**Run 1: routing congestion map**

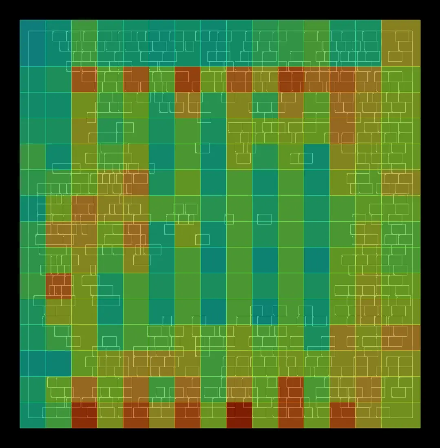
**Run 1: register map, names as in the netlist**

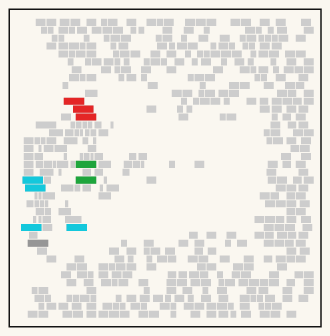
**Run 1: cells coloured by class**

Scale bar: 20 um.
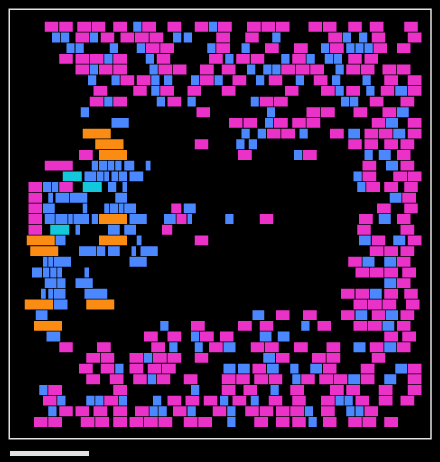
**Run 1: clock network drawn from the DEF**

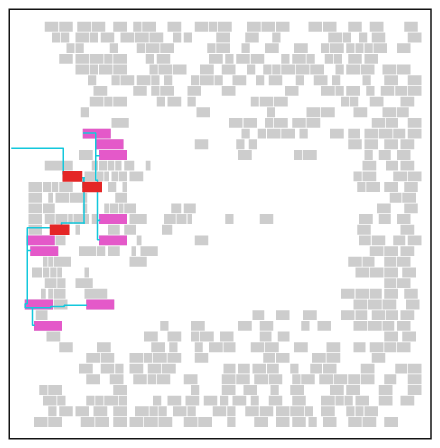
==> src/rtl/cpu_types_pkg.sv <==
// ============================================================================
// Module      : cpu_types_pkg
// Description : Shared types for the pipeline memory arbiter: the machine word,
//               the RAM status code and the arbiter FSM state encoding.
// Revision    : 1.0 - initial release
// ============================================================================
`default_nettype none

package cpu_types_pkg;

  typedef logic [31:0] word_t;

  // Status reported by the RAM each cycle.
  typedef enum logic [1:0] {
    FREE   = 2'd0,
    BUSY   = 2'd1,
    ACCESS = 2'd2,
    ERROR  = 2'd3
  } ramstate_t;

  // Arbiter FSM state.
  typedef enum logic [1:0] {
    IDLE   = 2'd0,
    IGRANT = 2'd1,
    DGRANT = 2'd2
  } arb_state_t;

endpackage

`default_nettype wire

==> src/rtl/arb_timer.sv <==
// ============================================================================
// Module      : arb_timer
// Description : Clearable, saturating up-counter that measures how long a
//               grant has been waiting for the RAM. o_expired is high once the
//               count has reached MAX_WAIT.
// Ports       : clk       - clock
//               rst       - synchronous active-high reset
//               i_clr     - clear count to 0 (priority over i_inc)
//               i_inc     - count one waiting cycle
//               o_expired - count == MAX_WAIT
// Revision    : 1.0 - initial release
// ============================================================================
`default_nettype none

module arb_timer #(
  parameter int MAX_WAIT = 15,
  parameter int CNT_W    = $clog2(MAX_WAIT + 1)
) (
  input  logic clk,
  input  logic rst,
  input  logic i_clr,
  input  logic i_inc,
  output logic o_expired
);

  logic [CNT_W-1:0] r_cnt;
  logic             w_at_max;

  assign w_at_max  = (r_cnt == CNT_W'(MAX_WAIT));
  assign o_expired = w_at_max;

  always_ff @(posedge clk) begin
    if (rst) begin
      r_cnt <= '0;
    end else if (i_clr) begin
      r_cnt <= '0;
    end else if (i_inc && !w_at_max) begin
      r_cnt <= r_cnt + 1'b1;
    end
  end

endmodule

`default_nettype wire

==> src/rtl/pipe_mem_arbiter.sv <==
// ============================================================================
// Module      : pipe_mem_arbiter
// Description : Arbitrates a single-port RAM between an instruction fetch
//               requester and a data requester. Data normally wins, but after
//               FAIR_LIMIT consecutive data accesses with a fetch pending the
//               fetch is served. A grant that waits MAX_WAIT cycles, or sees
//               ERROR, is abandoned and flagged in the sticky arb_err.
// Ports       : CLK, RST                      - clock, sync active-high reset
//               iREN/iaddr/iload/iwait        - instruction requester
//               dREN/dWEN/daddr/dstore/dload/dwait - data requester
//               ramREN/ramWEN/ramaddr/ramstore/ramload/ramstate - RAM side
//               arb_err                       - sticky timeout/ERROR flag
// Revision    : 1.0 - initial release
// ============================================================================
`default_nettype none

module pipe_mem_arbiter
  import cpu_types_pkg::*;
#(
  parameter int FAIR_LIMIT = 4,
  parameter int MAX_WAIT   = 15
) (
  input  logic      CLK,
  input  logic      RST,
  input  logic      iREN,
  input  word_t     iaddr,
  output word_t     iload,
  output logic      iwait,
  input  logic      dREN,
  input  logic      dWEN,
  input  word_t     daddr,
  input  word_t     dstore,
  output word_t     dload,
  output logic      dwait,
  output logic      ramREN,
  output logic      ramWEN,
  output word_t     ramaddr,
  output word_t     ramstore,
  input  word_t     ramload,
  input  ramstate_t ramstate,
  output logic      arb_err
);

  localparam int FAIR_W = $clog2(FAIR_LIMIT + 1);

  arb_state_t        r_state;
  arb_state_t        w_next;
  logic [FAIR_W-1:0] r_fair_cnt;
  logic              r_err;

  logic w_dreq, w_access, w_ig, w_dg;
  logic w_timeout, w_fail;
  logic w_i_done, w_d_done, w_set_err;

  assign w_dreq   = dREN | dWEN;
  assign w_access = (ramstate == ACCESS);
  assign w_ig     = (r_state == IGRANT);
  assign w_dg     = (r_state == DGRANT);
  assign w_fail   = w_timeout || (ramstate == ERROR);

  // Leaving IDLE is the only way into a grant, so clearing while idle gives
  // every grant a fresh count.
  arb_timer #(
    .MAX_WAIT (MAX_WAIT)
  ) u_timer (
    .clk       (CLK),
    .rst       (RST),
    .i_clr     (r_state == IDLE),
    .i_inc     ((w_ig | w_dg) & ~w_access),
    .o_expired (w_timeout)
  );

  always_ff @(posedge CLK) begin
    if (RST) begin
      r_state <= IDLE;
    end else begin
      r_state <= w_next;
    end
  end

  // A dropped request is checked first: it leaves quietly. ACCESS is checked
  // before the failure causes so that a completion on the timeout cycle wins.
  always_comb begin
    w_next    = r_state;
    w_i_done  = 1'b0;
    w_d_done  = 1'b0;
    w_set_err = 1'b0;
    case (r_state)
      IDLE: begin
        if (w_dreq && (r_fair_cnt < FAIR_W'(FAIR_LIMIT))) w_next = DGRANT;
        else if (iREN)                                    w_next = IGRANT;
        else if (w_dreq)                                  w_next = DGRANT;
      end
      IGRANT: begin
        if (!iREN) begin
          w_next = IDLE;
        end else if (w_access) begin
          w_next   = IDLE;
          w_i_done = 1'b1;
        end else if (w_fail) begin
          w_next    = IDLE;
          w_set_err = 1'b1;
        end
      end
      DGRANT: begin
        if (!w_dreq) begin
          w_next = IDLE;
        end else if (w_access) begin
          w_next   = IDLE;
          w_d_done = 1'b1;
        end else if (w_fail) begin
          w_next    = IDLE;
          w_set_err = 1'b1;
        end
      end
      default: w_next = IDLE;
    endcase
  end

  // Counts consecutive data completions only while a fetch is actually waiting.
  always_ff @(posedge CLK) begin
    if (RST || !iREN || w_i_done) begin
      r_fair_cnt <= '0;
    end else if (w_d_done && (r_fair_cnt < FAIR_W'(FAIR_LIMIT))) begin
      r_fair_cnt <= r_fair_cnt + 1'b1;
    end
  end

  always_ff @(posedge CLK) begin
    if (RST) begin
      r_err <= 1'b0;
    end else if (w_set_err) begin
      r_err <= 1'b1;
    end
  end

  assign arb_err = r_err;

  // RAM side: everything is zero outside the grant states; a write wins over a
  // read when the data side asserts both.
  assign ramREN   = w_ig | (w_dg & dREN & ~dWEN);
  assign ramWEN   = w_dg & dWEN;
  assign ramaddr  = w_ig ? iaddr : (w_dg ? daddr : '0);
  assign ramstore = w_dg ? dstore : '0;

  assign iwait = iREN   & ~(w_ig & w_access);
  assign dwait = w_dreq & ~(w_dg & w_access);
  assign iload = (w_ig & w_access) ? ramload : '0;
  assign dload = (w_dg & w_access) ? ramload : '0;

endmodule

`default_nettype wire
==> config.mk <==
export PLATFORM = sky130hd
export DESIGN_NAME = pipe_mem_arbiter
export DESIGN_NICKNAME = d
export VERILOG_FILES = /design/src/rtl/cpu_types_pkg.sv /design/src/rtl/arb_timer.sv /design/src/rtl/pipe_mem_arbiter.sv
export SDC_FILE = /design/constraint.sdc
export NUM_CORES = 1
export LEC_CHECK = 0
export ABC_CLOCK_PERIOD_IN_PS = 3600
export CORE_AREA = 2 2 105 107
export CTS_CLUSTER_SIZE = 24
export DETAILED_ROUTE_END_ITERATION = 12
export DIE_AREA = 0 0 107 109
export SLEW_MARGIN = 15
export SYNTH_ARGS = -nofsm -noshare
export SYNTH_HDL_FRONTEND = slang
export SYNTH_HIERARCHICAL = 1
export SYNTH_SLANG_ARGS = --single-unit
==> constraint.sdc <==
create_clock -name CLK -period 3.6 [get_ports CLK]
set_input_delay 0.72 -clock CLK [delete_from_list [all_inputs] [get_ports CLK]]
set_output_delay 0.72 -clock CLK [all_outputs]
set_load 0.005 [all_outputs]
==> flow_results.xml, run 1 <==
<?xml version="1.0" encoding="UTF-8"?>
<metrics>
  <group name="power">
    <metric name="power.largest_group" unit="">combinational cells</metric>
    <metric name="pwrdens" unit="mW/mm^2">149</metric>
    <metric name="net-switching-power" unit="W">0.000180</metric>
    <metric name="total_power" unit="W">0.000668</metric>
    <metric name="power.ir.vdd_worst" unit="uV">224</metric>
    <metric name="p_leak" unit="nW">1.71</metric>
    <metric name="swShare" unit="">0.269</metric>
  </group>
  <group name="critical_path">
    <metric name="worst_path_largest_cell_delay" unit="ns">0.58</metric>
    <metric name="timing.critical_path.to_type" unit="">primary output</metric>
    <metric name="r2r_end" unit="">u_timer/r_cnt[3]$_SDFFE_PP0P_</metric>
    <metric name="worst_setup_path_startpoint" unit="">ramstate[1]</metric>
  </group>
  <group name="finish">
    <metric name="flip_flop_count_of_the_largest_register_after_layout" unit="">4</metric>
    <metric name="layout.area.seq" unit="um^2">200</metric>
    <metric name="comb_area" unit="mm^2">0.00133</metric>
    <metric name="drive_gt1_frac" unit="">0.0335</metric>
    <metric name="non_cts_inverters" unit="">8</metric>
    <metric name="layout_top_cell" unit="">clkdlybuf4s50_1</metric>
    <metric name="clock_buffers" unit="">3</metric>
    <metric name="layout_top_cells" unit="">clkdlybuf4s50_1, and2_1, a22o_1</metric>
    <metric name="fin_nets" unit="">621</metric>
  </group>
  <group name="route">
    <metric name="maxUsedRoutingLayer" unit="">met4</metric>
    <metric name="vias_per_cell" unit="">4.13</metric>
    <metric name="met2_length" unit="mm">5.01</metric>
    <metric name="met3WireLength" unit="um">594</metric>
    <metric name="ant_nets" unit="">0</metric>
    <metric name="routed-via-count" unit="">2555</metric>
    <metric name="drc_errors" unit="">0</metric>
    <metric name="wl_per_cell" unit="um">15.7</metric>
  </group>
  <group name="min_path">
    <metric name="worstHoldEndpoint" unit="">arb_err$_SDFFE_PP0P_</metric>
    <metric name="hold_path_depth" unit="">1</metric>
    <metric name="min-delay-path-class" unit="">reg -&gt; reg</metric>
  </group>
  <group name="floorplanning">
    <metric name="design.portCount" unit="">268</metric>
    <metric name="fp.dieH" unit="um">109</metric>
    <metric name="fp_util" unit="">0.155</metric>
    <metric name="chipArea" unit="mm^2">0.0117</metric>
  </group>
  <group name="sta">
    <metric name="post-route-min-period" unit="ns">3.16</metric>
    <metric name="slew-limit-headroom" unit="">0.589</metric>
    <metric name="postLayoutSetupSlackWorst" unit="ns">0.437</metric>
    <metric name="endpoints_failing_setup" unit="">0</metric>
    <metric name="finalHoldWorstSlack" unit="ns">0.469</metric>
    <metric name="tightestPinTransition" unit="ns">0.601</metric>
  </group>
  <group name="cts">
    <metric name="tritoncts.num_buffers" unit="">3</metric>
    <metric name="cts_buffer_depth" unit="">2</metric>
    <metric name="post-cts-setup-buffer-count" unit="">0</metric>
    <metric name="clk_pin_slew_worst_paths" unit="ns">0.05</metric>
  </group>
  <group name="global_route">
    <metric name="first_global_vias" unit="">2359</metric>
    <metric name="grt_overflow_total" unit="">0</metric>
    <metric name="grtUsageTotal" unit="">0.148</metric>
  </group>
  <group name="synth">
    <metric name="post_synth_mux_area_share" unit="">0.00610</metric>
    <metric name="synth-simple-area-share" unit="">0.472</metric>
    <metric name="synthDominantAreaCellType" unit="">and2_1</metric>
    <metric name="post_synthesis_sequential_area_ratio" unit="">0.122</metric>
    <metric name="mappedNetlistNets" unit="">365</metric>
    <metric name="yosys_register_bits" unit="">10</metric>
    <metric name="top_logic_kind" unit="">simple AND/OR/NAND/NOR gates</metric>
    <metric name="yosysWarnings" unit="">6</metric>
    <metric name="yosys_area" unit="mm^2">0.00164</metric>
  </group>
  <group name="place">
    <metric name="port_buffers" unit="">267</metric>
    <metric name="placement_stage_worst_setup_slack" unit="ns">0.416</metric>
  </group>
  <group name="outcome">
    <metric name="run_status" unit="">finished, final reports clean</metric>
  </group>
</metrics>
About 'routing congestion map':
final core area utilization: 0.423
met2 track utilization from global routing: 0.276
GRT Max-Usage Layer: met2
GR Util met3: 0.0209

About 'register map, names as in the netlist':
signal	colour	sequential cells
r_state	green	2
u_timer/r_cnt	cyan	4
r_fair_cnt	red	3
sequential share of cell area: 0.0446
sequential logic power: 0.000117 W

About 'cells coloured by class':
class	colour	cells
clock drivers	cyan	3
sequential cells	orange	10
combinational and other logic	blue	194
remaining buffers and delay cells	magenta	271
cell row count: 38
post-route cell area: 0.00449 mm^2

About 'clock network drawn from the DEF':
[flip-flops] magenta | count: 10
[clock drivers] red | count: 3
[clock wires] cyan | length: 133 um
flops lie	west
Clk pwr share: 0.167
reported clock group power: 0.000112 W
Late-Pin Clk Latency: 0.23 ns
clock tree skew after final layout: 0.00333 ns

==> inputs of run 2 (changes only) <==
- HOLD_SLACK_MARGIN: unset -> 0.02
**Run 2: power grid**

Pins as bars on the die edge. Tap cells in grey.
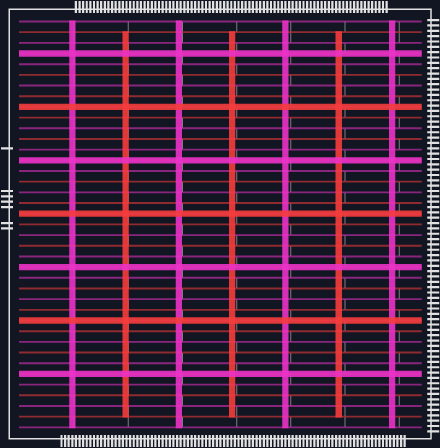
net	colour
VDD	red
VSS	magenta
met5 straps	7
tap cells	140
met4 straps	7
rows	38
signal pins	268
Max VDD drop: 224 uV
CORE AREA: 0.0106 mm^2

**Run 2: cells coloured by class**

Scale bar: 20 um.
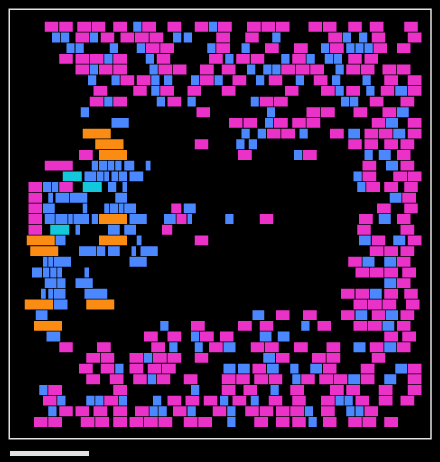
class	colour	cells
combinational and other logic	blue	194
sequential cells	orange	10
clock drivers	cyan	3
remaining buffers and delay cells	magenta	271

==> run 2 against run 1 <==
  * Synthesized area is the same
  * First-iteration DRC count is the same
  * Synthesized cell count stayed put
  * Clock power about the same
  * Highest routed layer unchanged
  * Clock skew did not move
  * Critical endpoint unchanged
==> flow_results.xml, run 2 <==
<?xml version="1.0" encoding="UTF-8"?>
<metrics>
  <group name="finish">
    <metric name="non_cts_inverters" unit="">8</metric>
    <metric name="seqAreaFraction" unit="">0.0446</metric>
    <metric name="layout.area.seq" unit="um^2">200</metric>
    <metric name="comb_area" unit="mm^2">0.00133</metric>
    <metric name="layout_top_cells" unit="">clkdlybuf4s50_1, and2_1, a22o_1</metric>
    <metric name="fin_area" unit="mm^2">0.00449</metric>
    <metric name="drive_gt1_frac" unit="">0.0335</metric>
    <metric name="fin_nets" unit="">621</metric>
  </group>
  <group name="power">
    <metric name="reported_clock_group_power" unit="W">0.000112</metric>
    <metric name="share_clk_of_total_power" unit="">0.167</metric>
    <metric name="p_leak" unit="nW">1.71</metric>
    <metric name="pwrdens" unit="mW/mm^2">149</metric>
    <metric name="seq-power" unit="W">0.000117</metric>
    <metric name="total_power" unit="W">0.000668</metric>
    <metric name="swShare" unit="">0.269</metric>
    <metric name="power.largest_group" unit="">combinational cells</metric>
    <metric name="net-switching-power" unit="W">0.000180</metric>
  </group>
  <group name="route">
    <metric name="met2_length" unit="mm">5.01</metric>
    <metric name="ant_nets" unit="">0</metric>
    <metric name="routed-via-count" unit="">2555</metric>
    <metric name="drc_errors" unit="">0</metric>
    <metric name="met3WireLength" unit="um">594</metric>
    <metric name="maxUsedRoutingLayer" unit="">met4</metric>
    <metric name="wl_per_cell" unit="um">15.7</metric>
  </group>
  <group name="floorplanning">
    <metric name="core.rowCount" unit="">38</metric>
    <metric name="chipArea" unit="mm^2">0.0117</metric>
    <metric name="fp_util" unit="">0.155</metric>
    <metric name="design.portCount" unit="">268</metric>
  </group>
  <group name="cts">
    <metric name="post-cts-setup-buffer-count" unit="">0</metric>
    <metric name="clock.latency.late_pin" unit="ns">0.23</metric>
    <metric name="cts_buffer_depth" unit="">2</metric>
    <metric name="tritoncts.num_buffers" unit="">3</metric>
  </group>
  <group name="sta">
    <metric name="endpoints_failing_setup" unit="">0</metric>
    <metric name="slew-limit-headroom" unit="">0.589</metric>
    <metric name="post-route-min-period" unit="ns">3.16</metric>
    <metric name="finalHoldWorstSlack" unit="ns">0.469</metric>
    <metric name="final.setup_skew" unit="ns">0.00333</metric>
    <metric name="postLayoutSetupSlackWorst" unit="ns">0.437</metric>
  </group>
  <group name="global_route">
    <metric name="grt_util_met2" unit="">0.276</metric>
    <metric name="grt_overflow_total" unit="">0</metric>
    <metric name="grt_most_used_layer" unit="">met2</metric>
    <metric name="grtUsageTotal" unit="">0.148</metric>
  </group>
  <group name="min_path">
    <metric name="worstHoldEndpoint" unit="">arb_err$_SDFFE_PP0P_</metric>
    <metric name="min-delay-path-class" unit="">reg -&gt; reg</metric>
    <metric name="hold_path_depth" unit="">1</metric>
  </group>
  <group name="synth">
    <metric name="synth-simple-area-share" unit="">0.472</metric>
    <metric name="synthDominantAreaCellType" unit="">and2_1</metric>
    <metric name="top_logic_kind" unit="">simple AND/OR/NAND/NOR gates</metric>
    <metric name="mappedNetlistNets" unit="">365</metric>
    <metric name="yosysWarnings" unit="">6</metric>
    <metric name="yosys_area" unit="mm^2">0.00164</metric>
    <metric name="yosys_register_bits" unit="">10</metric>
    <metric name="post_synthesis_sequential_area_ratio" unit="">0.122</metric>
  </group>
  <group name="outcome">
    <metric name="run_status" unit="">finished, final reports clean</metric>
  </group>
  <group name="critical_path">
    <metric name="timing.critical_path.to_type" unit="">primary output</metric>
    <metric name="largest_driver_fanout_on_the_critical_path" unit="">34</metric>
    <metric name="worst_setup_path_startpoint" unit="">ramstate[1]</metric>
    <metric name="worst_path_largest_cell_delay" unit="ns">0.58</metric>
  </group>
  <group name="place">
    <metric name="placement_stage_worst_setup_slack" unit="ns">0.416</metric>
    <metric name="port_buffers" unit="">267</metric>
  </group>
</metrics>
Power figures rest on the tool's default switching activity, not on a simulated workload.
